**src/rtl/pma_tx_serializer_v2.sv**
```systemverilog
`default_nettype none
// ============================================================================
// Module      : pma_tx_serializer_v2
// Description : PMA transmit serializer. Accepts parallel symbols over a
//               valid/ready handshake into a one-word holding register and
//               shifts them onto a differential pair one bit per clock, with
//               zero gap between back-to-back words. Supports a selectable bit
//               order, lane polarity inversion, a configurable idle level and
//               an underrun pulse.
// Revision    : 2.0 - initial release of the parametrised serializer
// ============================================================================
module pma_tx_serializer_v2 #(
    parameter int DATA_WIDTH = 10,    // symbol width, 2..64
    parameter bit MSB_FIRST  = 1'b0,  // 1: bit DATA_WIDTH-1 leaves first
    parameter bit IDLE_BIT   = 1'b0   // raw line level with no word in flight
) (
    input  logic                  Bit_Rate_Clk,
    input  logic                  Rst,
    input  logic [DATA_WIDTH-1:0] Data_in,
    input  logic                  Data_Valid,
    output logic                  Data_Ready,
    input  logic                  TX_En,
    input  logic                  Polarity_Inv,
    output logic                  TX_Out_P,
    output logic                  TX_Out_N,
    output logic                  Word_Start,
    output logic                  Underrun
);

    // Counter tracks the index of the bit currently on the line.
    localparam int              CNT_W    = $clog2(DATA_WIDTH);
    localparam logic [CNT_W-1:0] CNT_LAST = CNT_W'(DATA_WIDTH - 1);
    localparam logic [CNT_W-1:0] CNT_ONE  = CNT_W'(1);

    typedef enum logic [0:0] {
        ST_IDLE     = 1'b0,
        ST_TRANSMIT = 1'b1
    } state_t;

    state_t                state_q,      state_d;
    logic [DATA_WIDTH-1:0] hold_q,       hold_d;
    logic                  hold_full_q,  hold_full_d;
    logic [DATA_WIDTH-1:0] shift_q,      shift_d;
    logic [CNT_W-1:0]      cnt_q,        cnt_d;
    logic                  tx_p_q,       tx_p_d;
    logic                  word_start_q, word_start_d;
    logic                  underrun_q,   underrun_d;

    logic                  word_done;    // last bit of the current word is on the line
    logic                  load;         // held word moves to the shift register this edge
    logic                  accept;       // new word enters the holding register this edge
    logic [DATA_WIDTH-1:0] advanced;     // shift register stepped by one bit
    logic                  next_bit;     // bit the line shows after this edge

    assign word_done  = (state_q == ST_TRANSMIT) && (cnt_q == CNT_LAST);
    assign load       = hold_full_q && TX_En && ((state_q == ST_IDLE) || word_done);

    // The holding register may be refilled on the very edge it empties.
    assign Data_Ready = !hold_full_q || load;
    assign accept     = Data_Valid && Data_Ready;

    // The shift register rotates so that the outgoing bit always sits at the
    // transmit end; the bits wrapped round are never shown again.
    generate
        if (MSB_FIRST) begin : g_msb_first
            assign advanced = {shift_q[DATA_WIDTH-2:0], shift_q[DATA_WIDTH-1]};
            assign next_bit = shift_d[DATA_WIDTH-1];
        end else begin : g_lsb_first
            assign advanced = {shift_q[0], shift_q[DATA_WIDTH-1:1]};
            assign next_bit = shift_d[0];
        end
    endgenerate

    // Next-state decode for the holding register, word sequencer and flags
    always_comb begin
        hold_d       = hold_q;
        hold_full_d  = hold_full_q;
        state_d      = state_q;
        shift_d      = shift_q;
        cnt_d        = cnt_q;
        word_start_d = 1'b0;
        underrun_d   = 1'b0;

        if (accept) begin
            hold_d      = Data_in;
            hold_full_d = 1'b1;
        end else if (load) begin
            hold_full_d = 1'b0;
        end

        if (load) begin
            // Covers both the start from idle and the seamless follow-on word.
            state_d      = ST_TRANSMIT;
            shift_d      = hold_q;
            cnt_d        = '0;
            word_start_d = 1'b1;
        end else if (state_q == ST_TRANSMIT) begin
            if (word_done) begin
                // Nothing to follow: flag a starved link only while enabled.
                state_d    = ST_IDLE;
                cnt_d      = '0;
                underrun_d = TX_En && !hold_full_q;
            end else begin
                shift_d = advanced;
                cnt_d   = cnt_q + CNT_ONE;
            end
        end
    end

    // Line level for the next bit period, with inversion applied last.
    assign tx_p_d = ((state_d == ST_TRANSMIT) ? next_bit : IDLE_BIT) ^ Polarity_Inv;

    // State and output registers; reset aborts any word and drops the held one
    always_ff @(posedge Bit_Rate_Clk or posedge Rst) begin
        if (Rst) begin
            state_q      <= ST_IDLE;
            hold_q       <= '0;
            hold_full_q  <= 1'b0;
            shift_q      <= '0;
            cnt_q        <= '0;
            tx_p_q       <= IDLE_BIT;
            word_start_q <= 1'b0;
            underrun_q   <= 1'b0;
        end else begin
            state_q      <= state_d;
            hold_q       <= hold_d;
            hold_full_q  <= hold_full_d;
            shift_q      <= shift_d;
            cnt_q        <= cnt_d;
            tx_p_q       <= tx_p_d;
            word_start_q <= word_start_d;
            underrun_q   <= underrun_d;
        end
    end

    assign TX_Out_P   = tx_p_q;
    assign TX_Out_N   = ~tx_p_q;
    assign Word_Start = word_start_q;
    assign Underrun   = underrun_q;

endmodule
`default_nettype wire

```
**config.mk**
```make
export PLATFORM = sky130hd
export DESIGN_NAME = pma_tx_serializer_v2
export DESIGN_NICKNAME = d
export VERILOG_FILES = /design/src/rtl/pma_tx_serializer_v2.sv
export SDC_FILE = /design/constraint.sdc
export NUM_CORES = 1
export LEC_CHECK = 0
export CORE_MARGIN = 5
export CORE_UTILIZATION = 50
export CTS_BUF_LIST = sky130_fd_sc_hd__clkbuf_4
export CTS_CLUSTER_SIZE = 30
export DETAILED_ROUTE_END_ITERATION = 10
export MAX_ROUTING_LAYER = met4
export PLACE_DENSITY = 0.78
export SYNTH_ARGS = -nofsm -noshare
export SYNTH_HDL_FRONTEND = slang
export SYNTH_SLANG_ARGS = --single-unit
export TNS_END_PERCENT = 20
```
**constraint.sdc**
```tcl
create_clock -name Bit_Rate_Clk -period 2.1 [get_ports Bit_Rate_Clk]
set_input_delay 0.42 -clock Bit_Rate_Clk [delete_from_list [all_inputs] [get_ports Bit_Rate_Clk]]
set_output_delay 0.42 -clock Bit_Rate_Clk [all_outputs]
set_load 0.05 [all_outputs]
```
==> run_1/flops_by_reg.png <==
Other sequential cells in the stronger gray, the rest of the logic in the fainter gray.
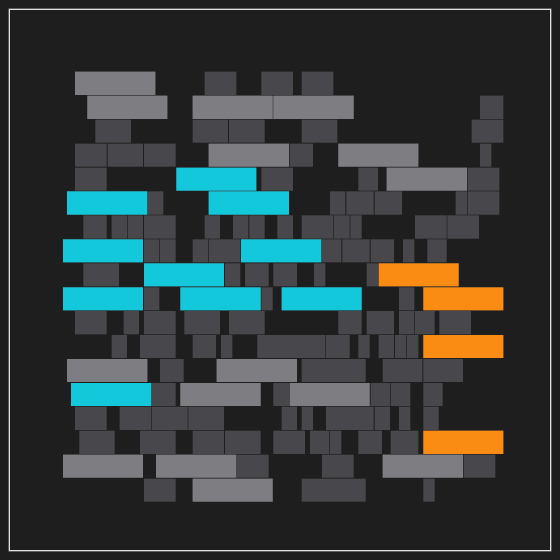
name in the netlist	color	placed flops
cnt_q	orange	4
shift_q	cyan	10
not colored	15

==> run_1/congestion.png <==
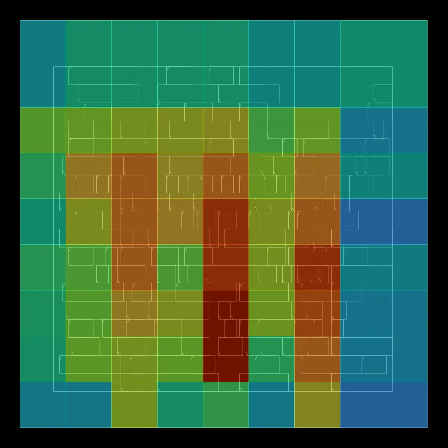
met2 Usage GRT: 0.289
met1 Use GR: 0.178

==> reports/results.ini, run 1 <==
[floorplanning]
die-area_mm2 = 0.00377
fp-utilization = 0.528
io_pins = 20

[synth]
syn-cell-area_mm2 = 0.00132
ys_types = 25
yosysWarnings = 0
synthTopCellsByArea = dfrtp_1, mux2_2, mux2i_1
common_cells = dfrtp_1, mux2_2, a21oi_1, nand2_1
adder_share = 0.0190
postSynthAreaPerCell_um2 = 11.9
yosys_area_mm2 = 0.00132
yosys.area_share.xor_xnor = 0

[routing]
post_drt_wl_per_cell_um = 14.7
drt.antenna.violating_nets = 0
wl_um = 2470
first_iter_violations = 23
drc_errors = 0

[global_route]
grt.busiest_layer = met2
track_usage = 0.170

[placement]
pre_cts_ws_ns = 0.0720

[worst_setup_path]
crit_chain = inv_1 > ha_1 > nand4b_2 > nand3_1 > buf_12
r2r_slack_ns = 0.39
cp_slowest_cell = dfrtp_1
startpoint = cnt_q[1]$_DFFE_PP0P_
reg2regPathDepth = 6
critPathLaunchType = flip-flop

[final_timing]
worstMarginPinSlew_ns = 0.497
finalCriticalPeriod_ns = 1.99
relSlewSlack = 0.667
finalHoldViolCount = 0

[layout]
fill_cells = 211

[power]
power_w = 0.00222
clock_power_share = 0.140

[clock_tree]
clock_sinks = 29
path_clk_slew_ns = 0.08
cts.hold.buffers_added = 0

[status]
status = finished, final reports clean

==> run_1/placement_by_type.png <==
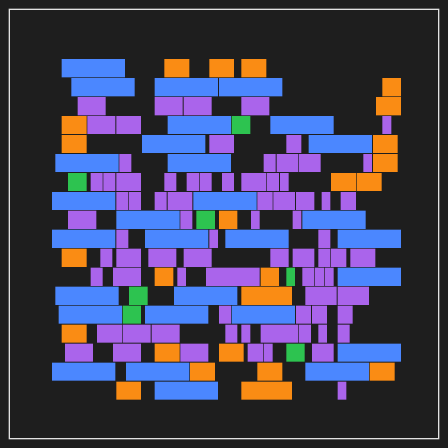
class	color	cells
flops	blue	29
other buffers and delay cells	orange	24
clock drivers and dummy loads	green	7
combinational and other logic	purple	78
FP Rows: 18
core area: 0.00250 mm2
final core utilization: 0.655
Design Area, Final: 0.00164 mm2
flop share of the area: 0.443

==> run 1: routing by layer <==
metal  vias to the layer above  share of wire
li1                        461              -
met1                       470           0.41
met2                        16           0.52
met3                         6          0.049
met4                         0          0.015
met5                         -              0
==> run 1: layout make-up <==
| cell class | instances | area, um2 | area share |
|---|---|---|---|
| multi-input cells | 73 | 557 | 0.340 |
| clock inverters | 1 | 3.75 | 0.00229 |
| clock buffers | 6 | 45.0 | 0.0275 |
| inverters | 5 | 18.8 | 0.0115 |
| flip-flops and latches | 29 | 726 | 0.443 |
| repair buffers | 24 | 250 | 0.153 |
| well taps | 30 | 37.5 | 0.0229 |
==> run 1: tightest hold or removal path: stages <==
cell,delay (ns)
clkdlybuf4s50_1,0.40
inv_1,0.05
buf_4,0.33
==> run_1/cell_density.png <==
The die is cut into 6 by 6 equal tiles; black is low, pale yellow is high, 0 to 100% covered.
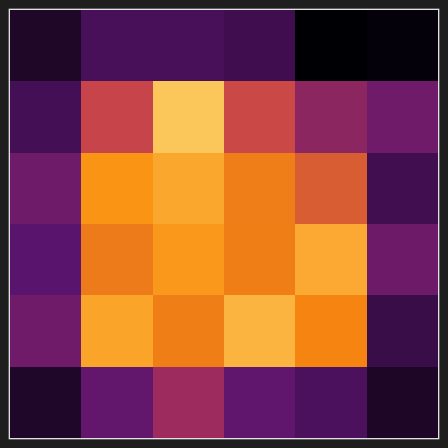

==> inputs of run 2 (changes only) <==
==> constraint.sdc (replaced) <==
create_clock -name Bit_Rate_Clk -period 2.1 [get_ports Bit_Rate_Clk]
set_input_delay 0.42 -clock Bit_Rate_Clk [delete_from_list [all_inputs] [get_ports Bit_Rate_Clk]]
set_output_delay 0.42 -clock Bit_Rate_Clk [all_outputs]
set_load 0.02 [all_outputs]
==> run_2/cell_density.png <==
The die is cut into 6 by 6 equal tiles; black is low, pale yellow is high, 0 to 100% covered.
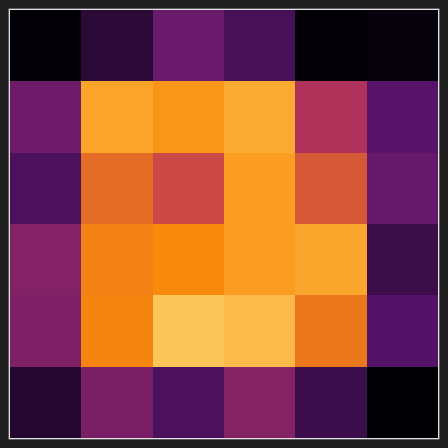
mean over tiles	43%
tiles over 75% full	22%
fullest tile	87%
emptiest ninth of the die	top right
densest ninth of the die	middle
final core utilization: 0.666
fp util: 0.528

==> run 2 against run 1 <==
Synthesized cell count unchanged. Sequential share of layout area shrank 0.70 points. Non-clock buffer count up 4. First-iteration DRC count rose by 52%.
==> reports/results.ini, run 2 <==
[synth]
yosysWarnings = 0
yosys_area_mm2 = 0.00132
synthTopCellsByArea = dfrtp_1, mux2_2, mux2i_1
common_cells = dfrtp_1, mux2_2, a21oi_1, nand2_1

[final_timing]
relSlewSlack = 0.768
finalHoldViolCount = 0
worstMarginPinSlew_ns = 0.348

[worst_setup_path]
critPathLaunchType = flip-flop

[layout]
ff_count = 29
finalInstanceArea_mm2 = 0.00166
dominant-cell-class = registers
nNonClkBuffers = 28
clock_area_frac = 0.0361
register_area_um2 = 726

[routing]
wl_met3_um = 131
topRoutingLayerUsed = met4

[status]
status = finished, final reports clean

[power]
power_w = 0.00217

[floorplanning]
rows = 18
tap-cell-count = 30
core_area_mm2 = 0.00250

==> run_2/flops_by_reg.png <==
Other sequential cells in the stronger gray, the rest of the logic in the fainter gray.
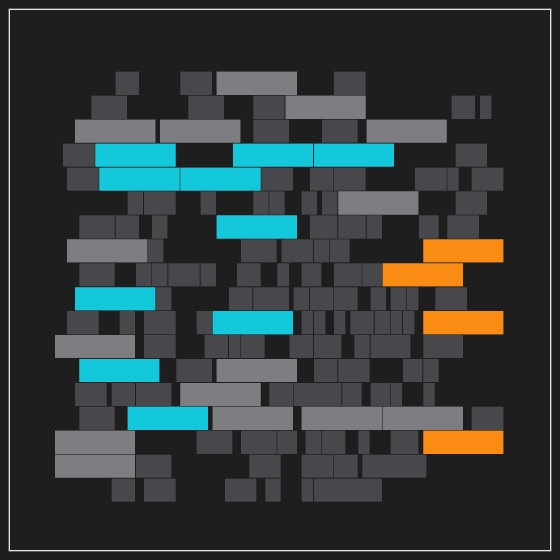
name in the netlist	color	placed flops
shift_q	cyan	10
cnt_q	orange	4
not colored	15

-- run 2: cell counts after synthesis --
Identical to the previous run, type by type.
-- run 2: kinds of logic (layout without fill, tap and decap cells) --
family / Yosys count / in the layout / share of synthesized area
simple gates: 32 / 32 / 0.139
flops: 29 / 29 / 0.550
fa+ha+maj: 2 / 2 / 0.0190
buf+inv: 9 / 41 / 0.0284
mux: 22 / 22 / 0.180
compound gates: 17 / 17 / 0.0834
-- run 2: power groups by stage --
| stage | Sequential [W] | Combinational, W | Clock (W) |
|---|---|---|---|
| floorplan | 0.000969 | 0.000587 | 0 |
| global placement | 0.000990 | 0.000810 | 0 |
| detailed placement | 0.00101 | 0.000840 | 0 |
| CTS | 0.000999 | 0.000837 | 0.000365 |
| global route | 0.00103 | 0.000934 | 0.000393 |
| finish | 0.000992 | 0.000823 | 0.000350 |
No activity file was given, so power comes from the tool's default toggle rates.
